Fig. 1: run 1, power grid
Scale: 3 px per µm. Pins as bars on the die edge.
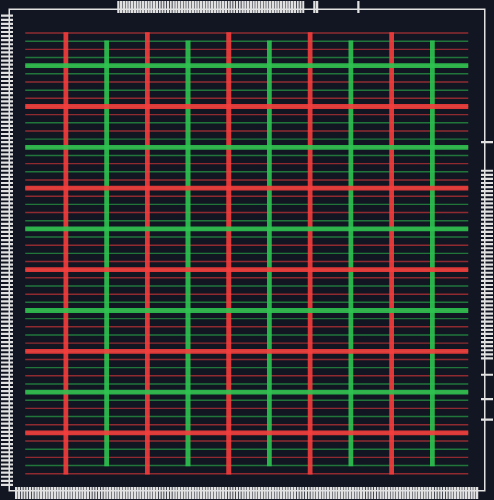
Fig. 2: run 1, routed clock nets over the placement
Scale: 4 px per µm.
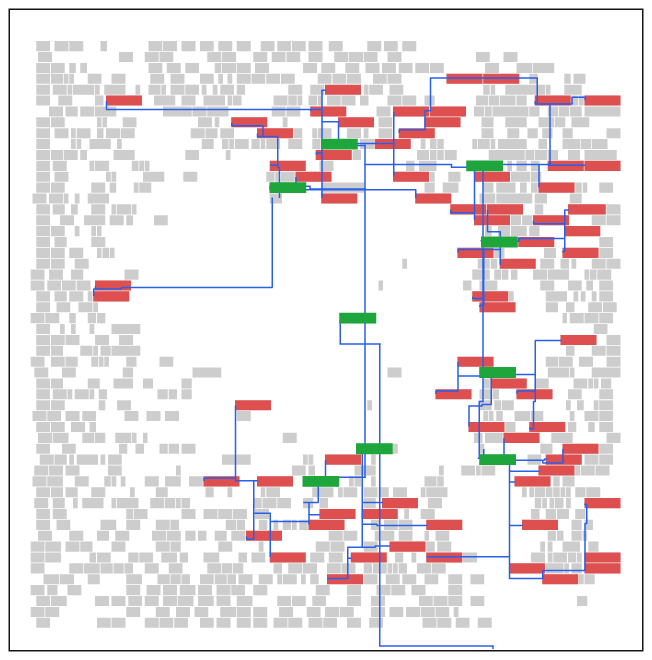
Fig. 3: run 1, routing congestion map
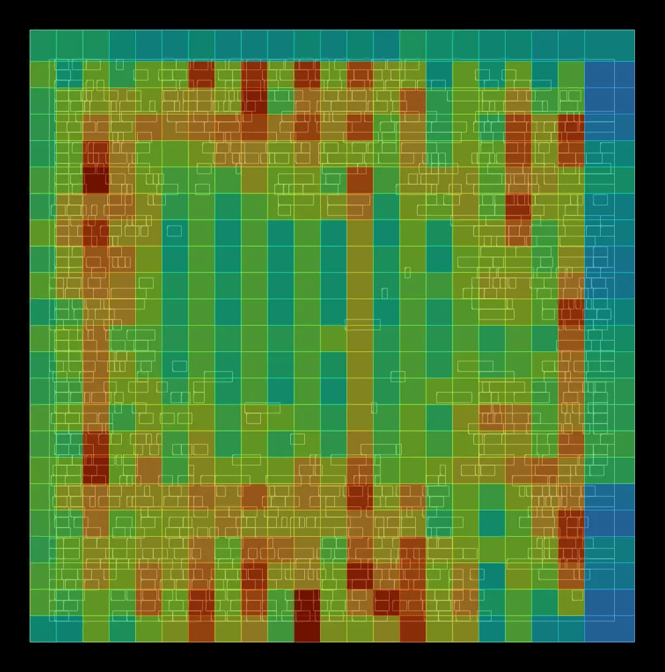
[config.mk]
export PLATFORM = sky130hd
export DESIGN_NAME = debug_ctrl_unit_flat
export DESIGN_NICKNAME = d
export VERILOG_FILES = /design/src/rtl/debug_ctrl_unit_if.sv /design/src/rtl/debug_ctrl_unit.sv /design/src/flat_wrapper.sv
export SDC_FILE = /design/constraint.sdc
export NUM_CORES = 1
export LEC_CHECK = 0
export CORE_AREA = 5 5 153 155
export DETAILED_ROUTE_END_ITERATION = 8
export DIE_AREA = 0 0 158 160
export PLACE_DENSITY = 0.68
export SETUP_SLACK_MARGIN = 0.5
export SLEW_MARGIN = 20
export SYNTH_ARGS = -nofsm -noshare
export SYNTH_HDL_FRONTEND = slang
export SYNTH_SLANG_ARGS = --single-unit
[constraint.sdc]
create_clock -name clk -period 2.13 [get_ports clk]
set_input_delay 0.213 -clock clk [delete_from_list [all_inputs] [get_ports clk]]
set_output_delay 0.213 -clock clk [all_outputs]
set_load 0.01 [all_outputs]
[src/rtl/debug_ctrl_unit_if.sv]
// rtl/debug_ctrl_unit_if.sv - board-control and CPU-debug signal bundle for debug_ctrl_unit
interface debug_ctrl_unit_if #(
    parameter int DATA_W = 32,
    parameter int NSTAT  = 7,
    parameter int SEL_W  = 3,
    parameter int ADDR_W = 8
);
    logic                    succ;
    logic                    step;
    logic                    burst;
    logic                    inc;
    logic                    dec;
    logic                    m_rf;
    logic [SEL_W-1:0]        sel;
    logic [NSTAT*DATA_W-1:0] status;
    logic [DATA_W-1:0]       m_data;
    logic [DATA_W-1:0]       rf_data;
    logic [DATA_W-1:0]       pc;
    logic [DATA_W-1:0]       bp_addr;
    logic                    bp_en;
    logic                    run;
    logic                    halted;
    logic [ADDR_W-1:0]       m_rf_addr;
    logic [DATA_W-1:0]       data_display;

    modport master (
        output succ, step, burst, inc, dec, m_rf, sel, status,
               m_data, rf_data, pc, bp_addr, bp_en,
        input  run, halted, m_rf_addr, data_display
    );

    modport slave (
        input  succ, step, burst, inc, dec, m_rf, sel, status,
               m_data, rf_data, pc, bp_addr, bp_en,
        output run, halted, m_rf_addr, data_display
    );
endinterface

[src/rtl/debug_ctrl_unit.sv]
// rtl/debug_ctrl_unit.sv - button conditioning, CPU run control, browse address and display mux
// Optional breakpoint/HALT support is compiled in when BREAKPOINT_EN is defined.
module debug_ctrl_unit #(
    parameter int DATA_W    = 32,
    parameter int NSTAT     = 7,
    parameter int SEL_W     = 3,
    parameter int ADDR_W    = 8,
    parameter int DEB_CYC   = 16,
    parameter int BURST_LEN = 16
) (
    input  logic              clk,
    input  logic              rst,
    debug_ctrl_unit_if.slave  io_dbg
);

    localparam int DCW = (DEB_CYC > 1) ? $clog2(DEB_CYC) : 1;
    localparam int BCW = (BURST_LEN > 1) ? $clog2(BURST_LEN) : 1;

    typedef enum logic [2:0] {
        S_IDLE,
        S_RUN,
        S_STEP,
        S_BURST,
        S_HALT
    } state_t;

    // Bit 0 = step, bit 1 = inc, bit 2 = dec
    logic [2:0]     w_raw;
    logic [2:0]     r_sync1;
    logic [2:0]     r_sync2;
    logic [2:0]     r_lvl;
    logic [2:0]     r_lvl_d;
    logic [DCW-1:0] r_deb [3];
    logic [2:0]     w_pulse;

    assign w_raw   = {io_dbg.dec, io_dbg.inc, io_dbg.step};
    assign w_pulse = r_lvl & ~r_lvl_d;

    always_ff @(posedge clk or posedge rst) begin
        if (rst) begin
            r_sync1 <= '0;
            r_sync2 <= '0;
            r_lvl   <= '0;
            r_lvl_d <= '0;
            for (int i = 0; i < 3; i++) begin
                r_deb[i] <= '0;
            end
        end else begin
            r_sync1 <= w_raw;
            r_sync2 <= r_sync1;
            r_lvl_d <= r_lvl;
            for (int i = 0; i < 3; i++) begin
                if (r_sync2[i] != r_lvl[i]) begin
                    if (r_deb[i] == DCW'(DEB_CYC - 1)) begin
                        r_lvl[i] <= r_sync2[i];
                        r_deb[i] <= '0;
                    end else begin
                        r_deb[i] <= r_deb[i] + DCW'(1);
                    end
                end else begin
                    r_deb[i] <= '0;
                end
            end
        end
    end

    logic [ADDR_W-1:0] r_addr;

    always_ff @(posedge clk or posedge rst) begin
        if (rst) begin
            r_addr <= '0;
        end else if (w_pulse[1] && !w_pulse[2]) begin
            r_addr <= r_addr + ADDR_W'(1);
        end else if (w_pulse[2] && !w_pulse[1]) begin
            r_addr <= r_addr - ADDR_W'(1);
        end
    end

    assign io_dbg.m_rf_addr = r_addr;

    logic w_bp_hit;

`ifdef BREAKPOINT_EN
    assign w_bp_hit = io_dbg.bp_en && (io_dbg.pc == io_dbg.bp_addr);
`else
    logic w_unused_bp;
    assign w_unused_bp = ^{io_dbg.pc, io_dbg.bp_addr, io_dbg.bp_en};
    assign w_bp_hit    = 1'b0;
`endif

    state_t         r_state;
    state_t         w_state_next;
    logic [BCW-1:0] r_cnt;
    logic [BCW-1:0] w_cnt_next;
    logic           r_run;
    logic           w_run_next;

    always_comb begin
        w_state_next = r_state;
        w_cnt_next   = r_cnt;
        case (r_state)
            S_IDLE: begin
                if (io_dbg.succ) begin
                    w_state_next = S_RUN;
                end else if (w_pulse[0]) begin
                    if (io_dbg.burst) begin
                        w_state_next = S_BURST;
                        w_cnt_next   = BCW'(BURST_LEN - 1);
                    end else begin
                        w_state_next = S_STEP;
                    end
                end
            end
            S_RUN: begin
                if (w_bp_hit) begin
                    w_state_next = S_HALT;
                end else if (!io_dbg.succ) begin
                    w_state_next = S_IDLE;
                end
            end
            S_STEP: begin
                w_state_next = S_IDLE;
            end
            S_BURST: begin
                if (w_bp_hit) begin
                    w_state_next = S_HALT;
                end else if (io_dbg.succ) begin
                    w_state_next = S_RUN;
                end else if (r_cnt == '0) begin
                    w_state_next = S_IDLE;
                end else begin
                    w_cnt_next = r_cnt - BCW'(1);
                end
            end
            // STEP ignores the breakpoint, so a step press walks off the halt address
            S_HALT: begin
                if (!io_dbg.succ) begin
                    w_state_next = S_IDLE;
                end else if (w_pulse[0]) begin
                    w_state_next = S_STEP;
                end
            end
            default: begin
                w_state_next = S_IDLE;
            end
        endcase
    end

    assign w_run_next = (w_state_next == S_RUN) || (w_state_next == S_STEP) ||
                        (w_state_next == S_BURST);

    always_ff @(posedge clk or posedge rst) begin
        if (rst) begin
            r_state <= S_IDLE;
            r_cnt   <= '0;
            r_run   <= 1'b0;
        end else begin
            r_state <= w_state_next;
            r_cnt   <= w_cnt_next;
            r_run   <= w_run_next;
        end
    end

    assign io_dbg.run = r_run;

`ifdef BREAKPOINT_EN
    logic r_halted;

    always_ff @(posedge clk or posedge rst) begin
        if (rst) begin
            r_halted <= 1'b0;
        end else begin
            r_halted <= (w_state_next == S_HALT);
        end
    end

    assign io_dbg.halted = r_halted;
`else
    assign io_dbg.halted = 1'b0;
`endif

    logic [DATA_W-1:0] w_disp;
    logic [DATA_W-1:0] r_disp;

    always_comb begin
        w_disp = '0;
        if (io_dbg.sel == '0) begin
            w_disp = io_dbg.m_rf ? io_dbg.m_data : io_dbg.rf_data;
        end else begin
            for (int i = 0; i < NSTAT; i++) begin
                if (io_dbg.sel == SEL_W'(i + 1)) begin
                    w_disp = io_dbg.status[i*DATA_W +: DATA_W];
                end
            end
        end
    end

    always_ff @(posedge clk or posedge rst) begin
        if (rst) begin
            r_disp <= '0;
        end else begin
            r_disp <= w_disp;
        end
    end

    assign io_dbg.data_display = r_disp;

endmodule

[src/flat_wrapper.sv]
// flat-port wrapper written by rule: the top's interface ports become plain ports
module debug_ctrl_unit_flat 
#(
    parameter int DATA_W    = 32,
    parameter int NSTAT     = 7,
    parameter int SEL_W     = 3,
    parameter int ADDR_W    = 8,
    parameter int DEB_CYC   = 16,
    parameter int BURST_LEN = 16
)
  (clk, rst, io_dbg_succ, io_dbg_step, io_dbg_burst, io_dbg_inc, io_dbg_dec, io_dbg_m_rf, io_dbg_sel, io_dbg_status, io_dbg_m_data, io_dbg_rf_data, io_dbg_pc, io_dbg_bp_addr, io_dbg_bp_en, io_dbg_run, io_dbg_halted, io_dbg_m_rf_addr, io_dbg_data_display);
  debug_ctrl_unit_if #(.DATA_W(DATA_W), .NSTAT(NSTAT), .SEL_W(SEL_W), .ADDR_W(ADDR_W)) io_dbg_i ();
  input  logic clk;
  input  logic rst;
  input wire logic [$bits(io_dbg_i.succ)-1:0] io_dbg_succ;
  input wire logic [$bits(io_dbg_i.step)-1:0] io_dbg_step;
  input wire logic [$bits(io_dbg_i.burst)-1:0] io_dbg_burst;
  input wire logic [$bits(io_dbg_i.inc)-1:0] io_dbg_inc;
  input wire logic [$bits(io_dbg_i.dec)-1:0] io_dbg_dec;
  input wire logic [$bits(io_dbg_i.m_rf)-1:0] io_dbg_m_rf;
  input wire logic [$bits(io_dbg_i.sel)-1:0] io_dbg_sel;
  input wire logic [$bits(io_dbg_i.status)-1:0] io_dbg_status;
  input wire logic [$bits(io_dbg_i.m_data)-1:0] io_dbg_m_data;
  input wire logic [$bits(io_dbg_i.rf_data)-1:0] io_dbg_rf_data;
  input wire logic [$bits(io_dbg_i.pc)-1:0] io_dbg_pc;
  input wire logic [$bits(io_dbg_i.bp_addr)-1:0] io_dbg_bp_addr;
  input wire logic [$bits(io_dbg_i.bp_en)-1:0] io_dbg_bp_en;
  output wire logic [$bits(io_dbg_i.run)-1:0] io_dbg_run;
  output wire logic [$bits(io_dbg_i.halted)-1:0] io_dbg_halted;
  output wire logic [$bits(io_dbg_i.m_rf_addr)-1:0] io_dbg_m_rf_addr;
  output wire logic [$bits(io_dbg_i.data_display)-1:0] io_dbg_data_display;
  assign io_dbg_i.succ = io_dbg_succ;
  assign io_dbg_i.step = io_dbg_step;
  assign io_dbg_i.burst = io_dbg_burst;
  assign io_dbg_i.inc = io_dbg_inc;
  assign io_dbg_i.dec = io_dbg_dec;
  assign io_dbg_i.m_rf = io_dbg_m_rf;
  assign io_dbg_i.sel = io_dbg_sel;
  assign io_dbg_i.status = io_dbg_status;
  assign io_dbg_i.m_data = io_dbg_m_data;
  assign io_dbg_i.rf_data = io_dbg_rf_data;
  assign io_dbg_i.pc = io_dbg_pc;
  assign io_dbg_i.bp_addr = io_dbg_bp_addr;
  assign io_dbg_i.bp_en = io_dbg_bp_en;
  assign io_dbg_run = io_dbg_i.run;
  assign io_dbg_halted = io_dbg_i.halted;
  assign io_dbg_m_rf_addr = io_dbg_i.m_rf_addr;
  assign io_dbg_data_display = io_dbg_i.data_display;
  debug_ctrl_unit #(.DATA_W(DATA_W), .NSTAT(NSTAT), .SEL_W(SEL_W), .ADDR_W(ADDR_W), .DEB_CYC(DEB_CYC), .BURST_LEN(BURST_LEN)) u_core (.clk(clk), .rst(rst), .io_dbg(io_dbg_i));
endmodule
==> run notes, run 1 <==
Implementation progress

The combinational cell area excluding buffers and inverters stands at between 0.003 and 0.004 mm². The reported leakage power stands at just under 4 nW. Once iteration 0 of detailed routing completed, the report listed 317 DRC markers. Clock tree synthesis selected as its root buffer the cell sky130_fd_sc_hd__clkbuf_16.

The placement-stage worst setup slack stands at 0.1852 ps. Per the post-synthesis report, the nets total about 940. The final report lists the setup-violating endpoint count as 0. Of all the cell area in the finished design, non-clock buffers hold 0.3890. Clock tree synthesis found a total of around 72 sinks.

Per the GRT congestion report, total overflow comes to 0. The chip area in the Yosys report stands at ~0.0052 mm². Compared with the post-synthesis result, the final layout area differs by 80.95%.

The synthesized netlist was found by Yosys to have around 560 cells. The area of the mapped netlist stands at 0.005228 mm². The post-cts gate resize count stands at 1. The delay contributed by the slowest stage of the critical path stands at a little under 400 ps. Per the CTS log, the maximum H-tree level is 3.

As reported, the later end of the worst-skew pair has a clock insertion delay of about 340 ps. For hold timing, the worst endpoint is u_core.r_sync1[2]. The worst register-to-register path ends at u_core.io_dbg.m_rf_addr[7]. Counting pins that exceed their max-slew limit in the final report gives 0. The number of cell rows stands at 54. The flow ran to the end, and the final reports show no timing, DRC or antenna violations. The synthesis report lists the Yosys warning total as 0. After layout, the buffer instance count without clock buffers stands at between 300 and 400.

The number of antenna violations at the first check in global routing came to 5. Multi-input logic gates represent a cell area share of 0.3437. The critical path data arrival time stands at 2190 ps. Hold analysis shows the worst path with a depth of 1. Yosys reported a register bit count of 72. The via density per instance stands at 4.871. According to the timing report, the data required time at the worst endpoint equals about 2400 ps. Once detail routing completed, the nets flagged for antenna violations numbered 0.

The stage logs contain a warning count of 94. STA classifies the critical path startpoint as a flip-flop. The cell-mix breakdown from Yosys lists the simple-gate area share as 0.1348. The clock tree buffer count of the final layout stands at 10. Per the layout area report, the sequential fraction of cell area is 0.1906. At the end of the flow the core is filled with cells to 0.4361. The first global-routing pass estimated between 30 and 40 mm of wire. Grouping non-sequential cells by family puts the most area in AND-OR/OR-AND gates.

The pin slew with the least headroom to its limit stands at 773.4 ps.
Back to the opening pictures, Fig. 1:
| net | color |
|---|---|
| VSS | red |
| VDD | green |
signal pins: 406
rows: 54
met1 rails: 55

Back to the opening pictures, Fig. 2:
[clock wires] blue | length: 1240 µm
[flip-flops] red | count: 72
[clock-net drivers] green | count: 9
routed clock nets: 10

Back to the opening pictures, Fig. 3:
met3 track demand over resource in global routing: 0.05061
met2 track utilization from global routing: 0.3005

-- run 1: per-layer routing --
layer,global-route usage,vias to the layer above,routed length [µm]
li1,-,2778,-
met4,0.05584,6,501
met2,0.3005,261,11530
met5,0,-,37
met3,0.05061,32,2247
met1,0.2474,2695,10440
-- run 1: where the power goes --
part | internal, W | switching, W | leakage (nW)
registers | 0.00148 | 0.0000602 | 0.896
logic | 0.000954 | 0.000613 | 2.88
clock network | 0.000914 | 0.000641 | 0.143
-- run 1: cells in the final DEF, fill, tap and decap left out, types with 23 or more instances in the layout --
| master | instances |
|---|---|
| sky130_fd_sc_hd__a22o_1 | 23 |
| sky130_fd_sc_hd__buf_4 | 24 |
| sky130_fd_sc_hd__clkdlybuf4s50_1 | 335 |
| sky130_fd_sc_hd__dfrtp_1 | 71 |
| sky130_fd_sc_hd__mux2i_1 | 57 |
| sky130_fd_sc_hd__nand2_1 | 53 |
| sky130_fd_sc_hd__nor2_1 | 65 |
| sky130_fd_sc_hd__o21ai_0 | 33 |
| sky130_fd_sc_hd__o22ai_1 | 41 |
-- run 1: flip-flops by register name, summed over array words and instances, names as in the netlist --
name                        count
u_core.io_dbg.data_display     32
u_core.io_dbg.m_rf_addr         8
u_core.io_dbg.run               1
u_core.r_cnt                    4
u_core.r_deb                   12
u_core.r_lvl                    3
u_core.r_lvl_d                  3
u_core.r_state                  3
u_core.r_sync1                  3
u_core.r_sync2                  3
-- run 1: worst register-to-register path, delay by kind of cell, from the launching register on --
family | cells | cell delay (ps)
compound gates | 2 | 410
fa+ha+maj | 2 | 440
buf+inv | 2 | 180
flops | 1 | 390
simple gates | 3 | 440
-- run 1: worst max path at each step --
stage | startpoint | endpoint | slack [ps] | cells past startpoint
floorplan | u_core.r_lvl[1] | u_core.io_dbg.m_rf_addr[5] | 130 | 8
finish | u_core.r_lvl_d[1] | u_core.io_dbg.m_rf_addr[7] | 160 | 9
global route | u_core.r_lvl_d[1] | u_core.io_dbg.m_rf_addr[5] | 80 | 8
CTS | u_core.r_lvl[1] | u_core.io_dbg.m_rf_addr[5] | 50 | 8
detailed placement | u_core.r_lvl_d[1] | u_core.io_dbg.m_rf_addr[5] | 0.2 | 8
global placement | u_core.r_lvl_d[1] | u_core.io_dbg.m_rf_addr[5] | 50 | 8
-- run 1: cell usage after synthesis (all sizes together), types with 2 or more instances --
library cell and n:
dfrtp 72, nor2 65, mux2i 57, nand2 53, o22ai 41, a221oi 34
o21ai 34, buf 32, a22o 23, mux2 22, inv 14, a21o 13
clkbuf 13, ha 11, a21oi 10, xnor2 9, nor2b 7, a211oi 4
nand2b 4, nand3 4, o31ai 4, nand4b 3, nor3b 3, o211ai 3
a2111oi 2, a211o 2, and3 2, nand3b 2, nor4b 2, or3 2
-- run 1: stage by stage --
step	hold WS, ps	cell area, µm²	cells
after global placement	331.4	8972	1155
after global routing	308.3	9452	1182
after CTS	290.7	9301	1175
after detailed placement	336.2	8972	1155
final	305.7	9459	1185
after floorplan	244.4	5274	561
==> inputs of run 2 (changes only) <==
--- a/config.mk
+++ b/config.mk
@@ -10,6 +10,7 @@
 export DIE_AREA = 0 0 158 160
 export PLACE_DENSITY = 0.68
 export SETUP_SLACK_MARGIN = 0.5
+export SKIP_LAST_GASP = 1
 export SLEW_MARGIN = 20
 export SYNTH_ARGS = -nofsm -noshare
 export SYNTH_HDL_FRONTEND = slang
Fig. 4: run 2, routed clock nets over the placement
Scale: 4 px per µm.
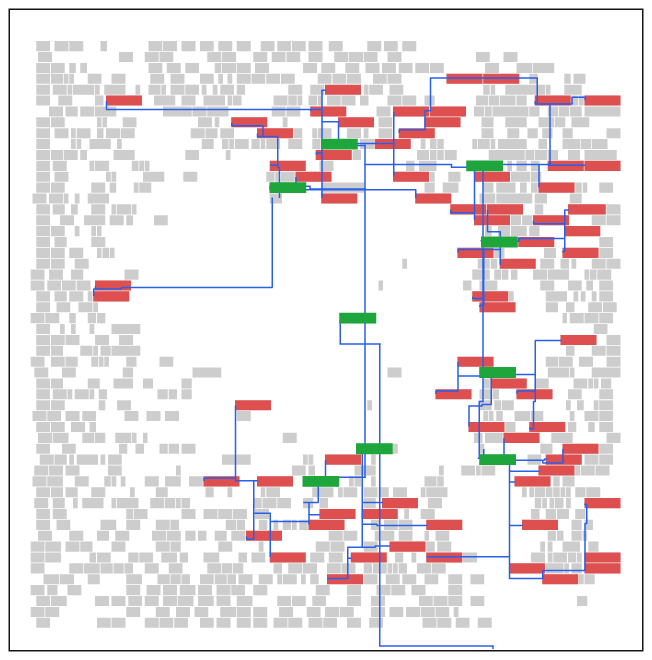
[clock-net drivers] green | count: 9
[flip-flops] red | count: 72
[clock wires] blue | length: 1240 µm
routed clock nets: 10
Insertion Delay late pin: 340 ps
worst-case clock skew: 6.827 ps
clock group power: 0.00156 W

==> run notes, run 2 <==
Implementation progress

The via density per instance is 4.871 (unchanged). Outcome: completed (unchanged). The clock-pin slew reported for the worst setup and hold paths after clock tree synthesis stands at 60 ps (about the same).

The via count of the first global-routing pass is 5990 (unchanged). The power density over the cells stands at 492.4 mW/mm² (unchanged). Commonest non-fill, non-tap cells in the layout: sky130_fd_sc_hd__clkdlybuf4s50_1 (335), sky130_fd_sc_hd__dfrtp_1 (71), sky130_fd_sc_hd__nor2_1 (65) (unchanged). The pin slew with the least headroom to its limit was 773.4 ps (unchanged).

The number of violations reported at the end of detailed-routing iteration 0 stands at 317 (unchanged). Most numerous cell types in the synthesized netlist: sky130_fd_sc_hd__dfrtp_1 (72), sky130_fd_sc_hd__nor2_1 (65), sky130_fd_sc_hd__mux2i_1 (57) (unchanged). The placed instance count stands at 1155 (unchanged).

The reported leakage power was 3.918 nW (unchanged). The combinational cell area excluding buffers and inverters stands at 0.003251 mm² (unchanged). The clock tree root driver cell was sky130_fd_sc_hd__clkbuf_16 (unchanged). The worst hold slack is 305.7 ps (unchanged). The most heavily used metal layer in global routing is met2 (unchanged).

The post-layout instance count excluding filler cells stands at 1185 (unchanged). The count of final setup violators stands at 0 (unchanged). The global route total overflow came to 0 (unchanged). The most frequent standard cell in the layout excluding fill and tap cells is sky130_fd_sc_hd__clkdlybuf4s50_1 (unchanged).

The delay contributed by the slowest stage of the critical path was 390 ps (about the same). The sink count of the clock tree came to 72 (unchanged). The startpoint type of the worst setup path is a flip-flop (unchanged). The yosys cell count stands at 561 (unchanged). The synthesized netlist net count stands at 937 (unchanged). The library cell occupying the most area in the post-synthesis netlist is sky130_fd_sc_hd__dfrtp_1 (unchanged). The clock tree buffer depth is 2 (unchanged).

The final design utilization stands at 0.4361 (unchanged). The met1 routing resource usage after global routing stands at 0.2474 (unchanged). The critical path data arrival time stands at 2190 ps (about the same). The number of antenna violations at the first check in global routing came to 5 (unchanged). The total via count after detailed routing is 5772 (unchanged). The number of max-slew violations in the final report is 0 (unchanged). The count of yosys warnings during synthesis stands at 0 (unchanged). The number of cell rows is 54 (unchanged).

The number of H-tree levels stands at 3 (unchanged). The library cell with the highest instance count after synthesis is sky130_fd_sc_hd__dfrtp_1 (unchanged). The global routing usage on met2 stands at 0.3005 (unchanged). The area of the mapped netlist stands at 0.005228 mm² (unchanged).

The post-synthesis to final-layout area growth stands at 80.95% (unchanged). The OpenROAD warning count came to 94 (unchanged). The wire length of the first global-routing pass stands at 35.76 mm (unchanged). The met3 usage stands at 0.05061 (unchanged). The residual antenna-violating net count after detailed routing stands at 0 (unchanged).

The worst path required time came to 2350 ps (about the same). The flip-flop and latch count after synthesis came to 72 (unchanged).
Fig. 5: run 2, M4 wires
Scale: 2 px per µm.
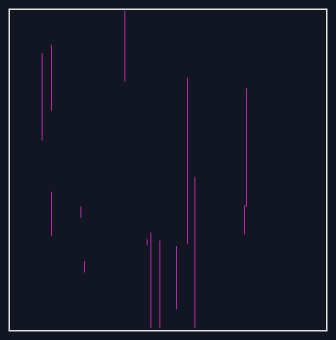
main direction: vertical
longest straight run: 83.0 µm

==> run 2: logic make-up (layout without fill, tap and decap cells) <==
| kind of cell | count (synthesis) | after routing | synth area share |
|---|---|---|---|
| fa+ha+maj | 12 | 12 | 0.03016 |
| buf+inv | 59 | 400 | 0.05936 |
| simple gates | 155 | 155 | 0.1348 |
| compound gates | 173 | 173 | 0.2571 |
| other cells | 1 | 4 | 0.0007174 |
| flops | 72 | 72 | 0.3447 |
| xor+xnor | 10 | 10 | 0.01676 |
| mux | 79 | 79 | 0.1565 |
==> run 2: path summary, 6_finish.rpt <==
kind / from / endpoint / slack [ps] / cells after the start
min reg2reg: u_core.r_sync1[2] / u_core.r_sync2[2] / 340 / 0
min in group asynchronous: rst / u_core.io_dbg.data_display[19] / 350 / 3
max reg2reg: u_core.r_lvl_d[1] / u_core.io_dbg.m_rf_addr[7] / 160 / 9
max in group asynchronous: rst / u_core.io_dbg.m_rf_addr[0] / 1440 / 3
min: io_dbg_dec / u_core.r_sync1[2] / 310 / 1
max: u_core.r_lvl_d[1] / u_core.io_dbg.m_rf_addr[7] / 160 / 9
==> run 2: cell type report <==
| cell class | count | area share |
|---|---|---|
| multi-input combinational | 430 | 0.3437 |
| timing repair inverter | 1 | 0.0006614 |
| inverter | 14 | 0.006746 |
| clock inverter | 6 | 0.007275 |
| clock buffer | 10 | 0.02421 |
| sequential | 72 | 0.1906 |
| antenna | 3 | 0.0007937 |
| tap | 280 | 0.03704 |
| timing repair buffer | 369 | 0.3890 |
==> run 2: critical path: cells and delay by family (launching register included) <==
| kind | cells | cell delay (ps) |
|---|---|---|
| adders and majority gates | 2 | 440 |
| AOI/OAI and AO/OA | 2 | 410 |
| DFF | 1 | 390 |
| buffers and inverters | 2 | 170 |
| and+or+nand+nor | 3 | 440 |
==> run 2: repair_timing <==
item                       4_1_cts  5_1_grt
setup endpoints to repair        7       12
gates cloned                     0        1
hold buffers                     0        0
gates resized                    1       21
pin swaps                        3       10
setup buffers                    4        6
==> run 2: layer usage <==
metal	share of wire	wire length [µm]
met5	0.0015	37
met4	0.020	501
met3	0.091	2247
met2	0.47	11530
met1	0.42	10440
==> run 2: report_power, final <==
group	total [W]	internal, W	switching, W
Clock	0.00156	0.000914	0.000641
Sequential	0.00154	0.00148	0.0000602
Combinational	0.00157	0.000954	0.000613
Total	0.00466	0.00334	0.00131
==> run 2: metrics by stage <==
step	worst slack (ps)	cell area (µm²)
final	158.8	9459
after global routing	83.22	9452
after CTS	53.92	9301
after detailed placement	0.1852	8972
after global placement	48.05	8972
after floorplan	130.3	5274
No activity file was given, so power comes from the tool's default toggle rates.
